Sequential cells grouped by signal name:
The bar under the picture is 20 um long. Other sequential cells in the stronger gray, the rest of the logic in the fainter gray.
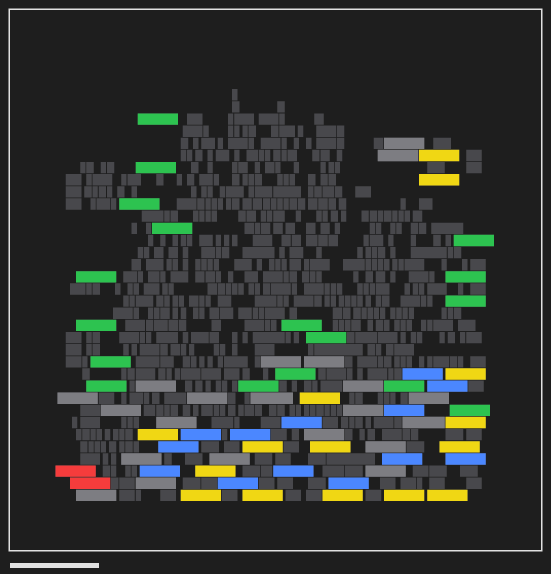
A small window of the routed layout:
The bar under the picture is 10 um long. Window x 17 to 42, y 18 to 43 um. Cells in gray, sequential cells in the stronger gray; small squares are vias.
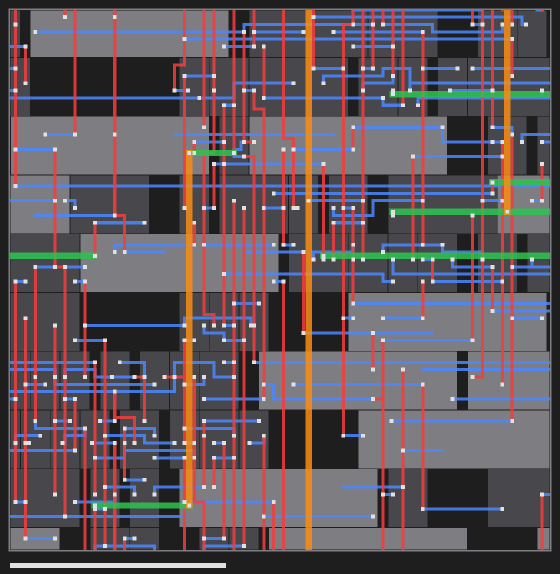
Track usage over the die:
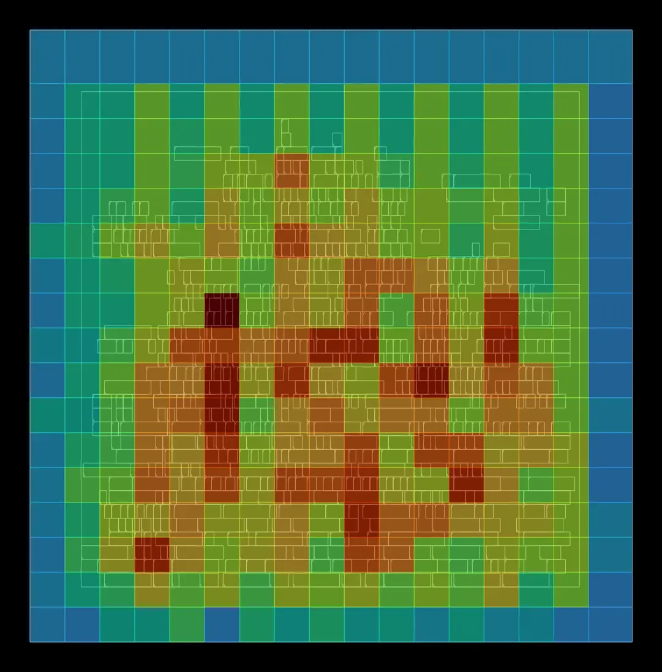
Selected gate families:
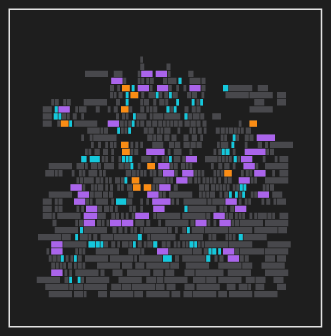
===== src/rtl/tunnel_frame_writer_pkg.sv =====
// Shared types and constants for the tunnel back-buffer writer.
// RING_OBSTACLE_EN (optional) enables the red obstacle overlay.
package tunnel_frame_writer_pkg;

  localparam int BUF_COLS = 128;
  localparam int BUF_ROWS = 64;
  localparam int ADDR_W   = 13;

  localparam logic [1:0] PIX_EMPTY = 2'b00;
  localparam logic [1:0] PIX_CORE  = 2'b01;
  localparam logic [1:0] PIX_RING  = 2'b10;
  localparam logic [1:0] PIX_OBS   = 2'b11;

  typedef enum logic [1:0] {
    ST_IDLE,
    ST_SCAN,
    ST_DRAIN
  } state_t;

  typedef struct packed {
    logic [6:0] cc;
    logic [5:0] cr;
    logic [3:0] phase;
    logic       ov;
    logic [6:0] oc;
    logic [5:0] orow;
    logic [4:0] ow;
    logic [4:0] oh;
  } geom_t;

endpackage


===== src/rtl/tunnel_frame_writer_classifier.sv =====
// Combinational per-cell pixel classifier (stage 1 of the writer).
// RING_OBSTACLE_EN compiles in the obstacle overlay.
module tunnel_cell_classifier
  import tunnel_frame_writer_pkg::*;
#(
  parameter int NUM_RINGS = 4,
  parameter int RING_BASE = 3,
  parameter int RING_STEP = 6
) (
  input  logic [6:0] i_col,
  input  logic [5:0] i_row,
  input  geom_t      i_geom,
  output logic [1:0] o_code
);

  logic [7:0] w_dc;
  logic [7:0] w_dr;
  logic [7:0] w_d;
  logic       w_ring;
  logic       w_core;
  logic       w_obs;

  always_comb begin
    w_dc = (i_col >= i_geom.cc) ? {1'b0, i_col - i_geom.cc}
                                : {1'b0, i_geom.cc - i_col};
    w_dr = (i_row >= i_geom.cr) ? {2'b0, i_row - i_geom.cr}
                                : {2'b0, i_geom.cr - i_row};
    // Columns count double so the rings look square on screen
    w_d = ({w_dc[6:0], 1'b0} > w_dr) ? {w_dc[6:0], 1'b0} : w_dr;
    w_ring = 1'b0;
    for (int k = 0; k < NUM_RINGS; k++) begin
      if ({2'b0, w_d} == 10'(RING_BASE + k * RING_STEP)
                         + {6'b0, i_geom.phase})
        w_ring = 1'b1;
    end
    w_core = {2'b0, w_d} < 10'(RING_BASE) + {6'b0, i_geom.phase};
  end

`ifdef RING_OBSTACLE_EN
  always_comb begin
    w_obs = i_geom.ov
         && ({1'b0, i_col} >= {1'b0, i_geom.oc})
         && ({1'b0, i_col} < {1'b0, i_geom.oc} + {3'b0, i_geom.ow})
         && ({2'b0, i_row} >= {2'b0, i_geom.orow})
         && ({2'b0, i_row} < {2'b0, i_geom.orow} + {3'b0, i_geom.oh});
  end
`else
  logic w_unused;
  assign w_unused = ^{i_geom.ov, i_geom.oc, i_geom.orow,
                      i_geom.ow, i_geom.oh};
  assign w_obs = 1'b0;
`endif

  always_comb begin
    if (w_obs)       o_code = PIX_OBS;
    else if (w_ring) o_code = PIX_RING;
    else if (w_core) o_code = PIX_CORE;
    else             o_code = PIX_EMPTY;
  end

endmodule


===== src/rtl/tunnel_frame_writer.sv =====
// Rasters the 128x64 tunnel back buffer onto the BRAM write bus.
// RING_OBSTACLE_EN enables obstacle code 11 in the classifier.
module tunnel_frame_writer
  import tunnel_frame_writer_pkg::*;
#(
  parameter int NUM_RINGS = 4,
  parameter int RING_BASE = 3,
  parameter int RING_STEP = 6
) (
  input  logic        clk,
  input  logic        rst,
  input  logic        topready,
  input  logic [6:0]  center_col,
  input  logic [5:0]  center_row,
  input  logic [3:0]  ring_phase,
  input  logic        obs_valid,
  input  logic [6:0]  obs_col,
  input  logic [5:0]  obs_row,
  input  logic [4:0]  obs_w,
  input  logic [4:0]  obs_h,
  output logic [14:0] bramdata,
  output logic        ewrite,
  output logic        busy,
  output logic        frame_done,
  output logic        overrun
);

  state_t              r_state;
  logic [ADDR_W-1:0]   r_cnt;
  geom_t               r_geom;
  logic                r_drain;
  logic                r_s1_valid;
  logic [ADDR_W-1:0]   r_s1_addr;
  logic [1:0]          r_s1_code;
  logic [1:0]          w_code;

  tunnel_cell_classifier #(
    .NUM_RINGS (NUM_RINGS),
    .RING_BASE (RING_BASE),
    .RING_STEP (RING_STEP)
  ) u_cls (
    .i_col  (r_cnt[12:6]),
    .i_row  (r_cnt[5:0]),
    .i_geom (r_geom),
    .o_code (w_code)
  );

  always_ff @(posedge clk or posedge rst) begin
    if (rst) begin
      r_state    <= ST_IDLE;
      r_cnt      <= '0;
      r_geom     <= '0;
      r_drain    <= 1'b0;
      r_s1_valid <= 1'b0;
      r_s1_addr  <= '0;
      r_s1_code  <= PIX_EMPTY;
      bramdata   <= '0;
      ewrite     <= 1'b0;
      busy       <= 1'b0;
      frame_done <= 1'b0;
      overrun    <= 1'b0;
    end else begin
      frame_done <= 1'b0;
      overrun    <= 1'b0;
      r_s1_valid <= (r_state == ST_SCAN);
      r_s1_addr  <= r_cnt;
      r_s1_code  <= w_code;
      ewrite     <= r_s1_valid;
      if (r_s1_valid)
        bramdata <= {r_s1_addr, r_s1_code};
      unique case (r_state)
        ST_IDLE: begin
          if (topready) begin
            r_geom.cc    <= center_col;
            r_geom.cr    <= center_row;
            r_geom.phase <= 4'(ring_phase % 4'(RING_STEP));
            r_geom.ov    <= obs_valid;
            r_geom.oc    <= obs_col;
            r_geom.orow  <= obs_row;
            r_geom.ow    <= obs_w;
            r_geom.oh    <= obs_h;
            r_cnt        <= '0;
            busy         <= 1'b1;
            r_state      <= ST_SCAN;
          end
        end
        ST_SCAN: begin
          overrun <= topready;
          if (&r_cnt) begin
            r_drain <= 1'b0;
            r_state <= ST_DRAIN;
          end else begin
            r_cnt <= r_cnt + 1'b1;
          end
        end
        ST_DRAIN: begin
          overrun <= topready;
          if (r_drain) begin
            busy       <= 1'b0;
            frame_done <= 1'b1;
            r_state    <= ST_IDLE;
          end else begin
            r_drain <= 1'b1;
          end
        end
        default: r_state <= ST_IDLE;
      endcase
    end
  end

endmodule


===== config.mk =====
export PLATFORM = sky130hd
export DESIGN_NAME = tunnel_frame_writer
export DESIGN_NICKNAME = d
export VERILOG_FILES = /design/src/rtl/tunnel_frame_writer_pkg.sv /design/src/rtl/tunnel_frame_writer_classifier.sv /design/src/rtl/tunnel_frame_writer.sv
export SDC_FILE = /design/constraint.sdc
export NUM_CORES = 1
export LEC_CHECK = 0
export ABC_AREA = 1
export ABC_CLOCK_PERIOD_IN_PS = 4500
export CORE_AREA = 10 10 109 111
export DETAILED_ROUTE_END_ITERATION = 8
export DIE_AREA = 0 0 119 121
export HOLD_SLACK_MARGIN = 0.1
export PLACE_DENSITY = 0.82
export SETUP_SLACK_MARGIN = 0.15
export SLEW_MARGIN = 20
export SYNTH_ARGS = -nofsm -noshare
export SYNTH_HDL_FRONTEND = slang
export SYNTH_SLANG_ARGS = --single-unit

===== constraint.sdc =====
create_clock -name clk -period 4.5 [get_ports clk]
set_input_delay 0.675 -clock clk [delete_from_list [all_inputs] [get_ports clk]]
set_output_delay 0.675 -clock clk [all_outputs]
set_load 0.02 [all_outputs]

==> flow_metrics.py <==
# Synthesis and PnR figures
metrics = {
    "outcome": {
        "status": "finished clean",
    },
    "final_timing": {
        "min_period_ns": 4.060,
        "slew_viol_final": 0,
        "max_freq_mhz": 246.3,
        "period_used_pct": 90.23,
    },
    "worst_setup_path": {
        "critPathCapture": "r_s1_code[0]$_DFF_PP0_",
        "critical-path-top-delay-family": "adder cells",
        "max_stage_delay_ns": 0.46,
        "crit_required_ns": 4.79,
    },
    "clock_tree": {
        "clk_latency_ns": 0.36,
        "cts.hold.buffers_added": 0,
    },
    "grt": {
        "grt_overflow": 0,
        "grt_start_max_net_pins": 41,
    },
    "yosys": {
        "fp_nets": 714,
        "top_cell": "nand2_1",
        "ys_area_mm2": 0.004778,
        "synth-edff-count": 0,
        "aoi_share_pct": 7.489,
        "area_leaders": "dfrtp_1 (36%), nand2_1 (12%), ha_1 (11%), inv_1 (8.2%), nand3_1 (4.3%)",
        "avgSynthCellArea_um2": 7.645,
    },
    "worst_hold_path": {
        "hold_depth": 0,
    },
    "drt": {
        "wl_met1_mm": 4.769,
        "drt-pass1-iter-count": 5,
        "dr_wl_met3_um": 431,
    },
    "floorplanning": {
        "die_w_um": 119,
        "die_area_mm2": 0.01440,
        "fp_util_pct": 49.57,
        "tap_cells": 133,
    },
    "finish": {
        "fillerInstances": 895,
        "layout.area.top_class": "logic gates",
        "logic_area_mm2": 0.002636,
    },
    "job": {
        "warning_count": 64,
    },
}
About 'sequential cells grouped by signal name':
r_s1_addr: in blue, flops 13. r_state: in red, flops 2. bramdata: in yellow, flops 15. r_geom: in green, flops 17.
Another 21 sequential cells are not colored.
Core Util, Final: 57.37%
flop share of the area: 30.81%
Sequential Area: 0.001704 mm2

About 'a small window of the routed layout':
metal 4: in orange. metal 2: in red. metal 3: in green. metal 1: in blue.
Sequential cells in the window: 8. 58 logic cells have their middle in the window. Most frequent: inv_1 (11), nand2_1 (8), dfrtp_1 (8). Netlist names of flops here include r_cnt (3), r_geom (2).

About 'track usage over the die':
M3 GR Usage: 2.420%
GR Util met1: 17.79%
most used routing layer: met2
DR WL/cell: 13.61 um
global-route met2 utilization: 27.73%

About 'selected gate families':
XOR/XNOR gates: in orange, cells 12. adder and majority cells: in purple, cells 45. NOR gates: in cyan, cells 62.
combinational share of cell area: 47.67%
Finished Layout Cells: 804
dominant logic cell type in the layout: nand2_1

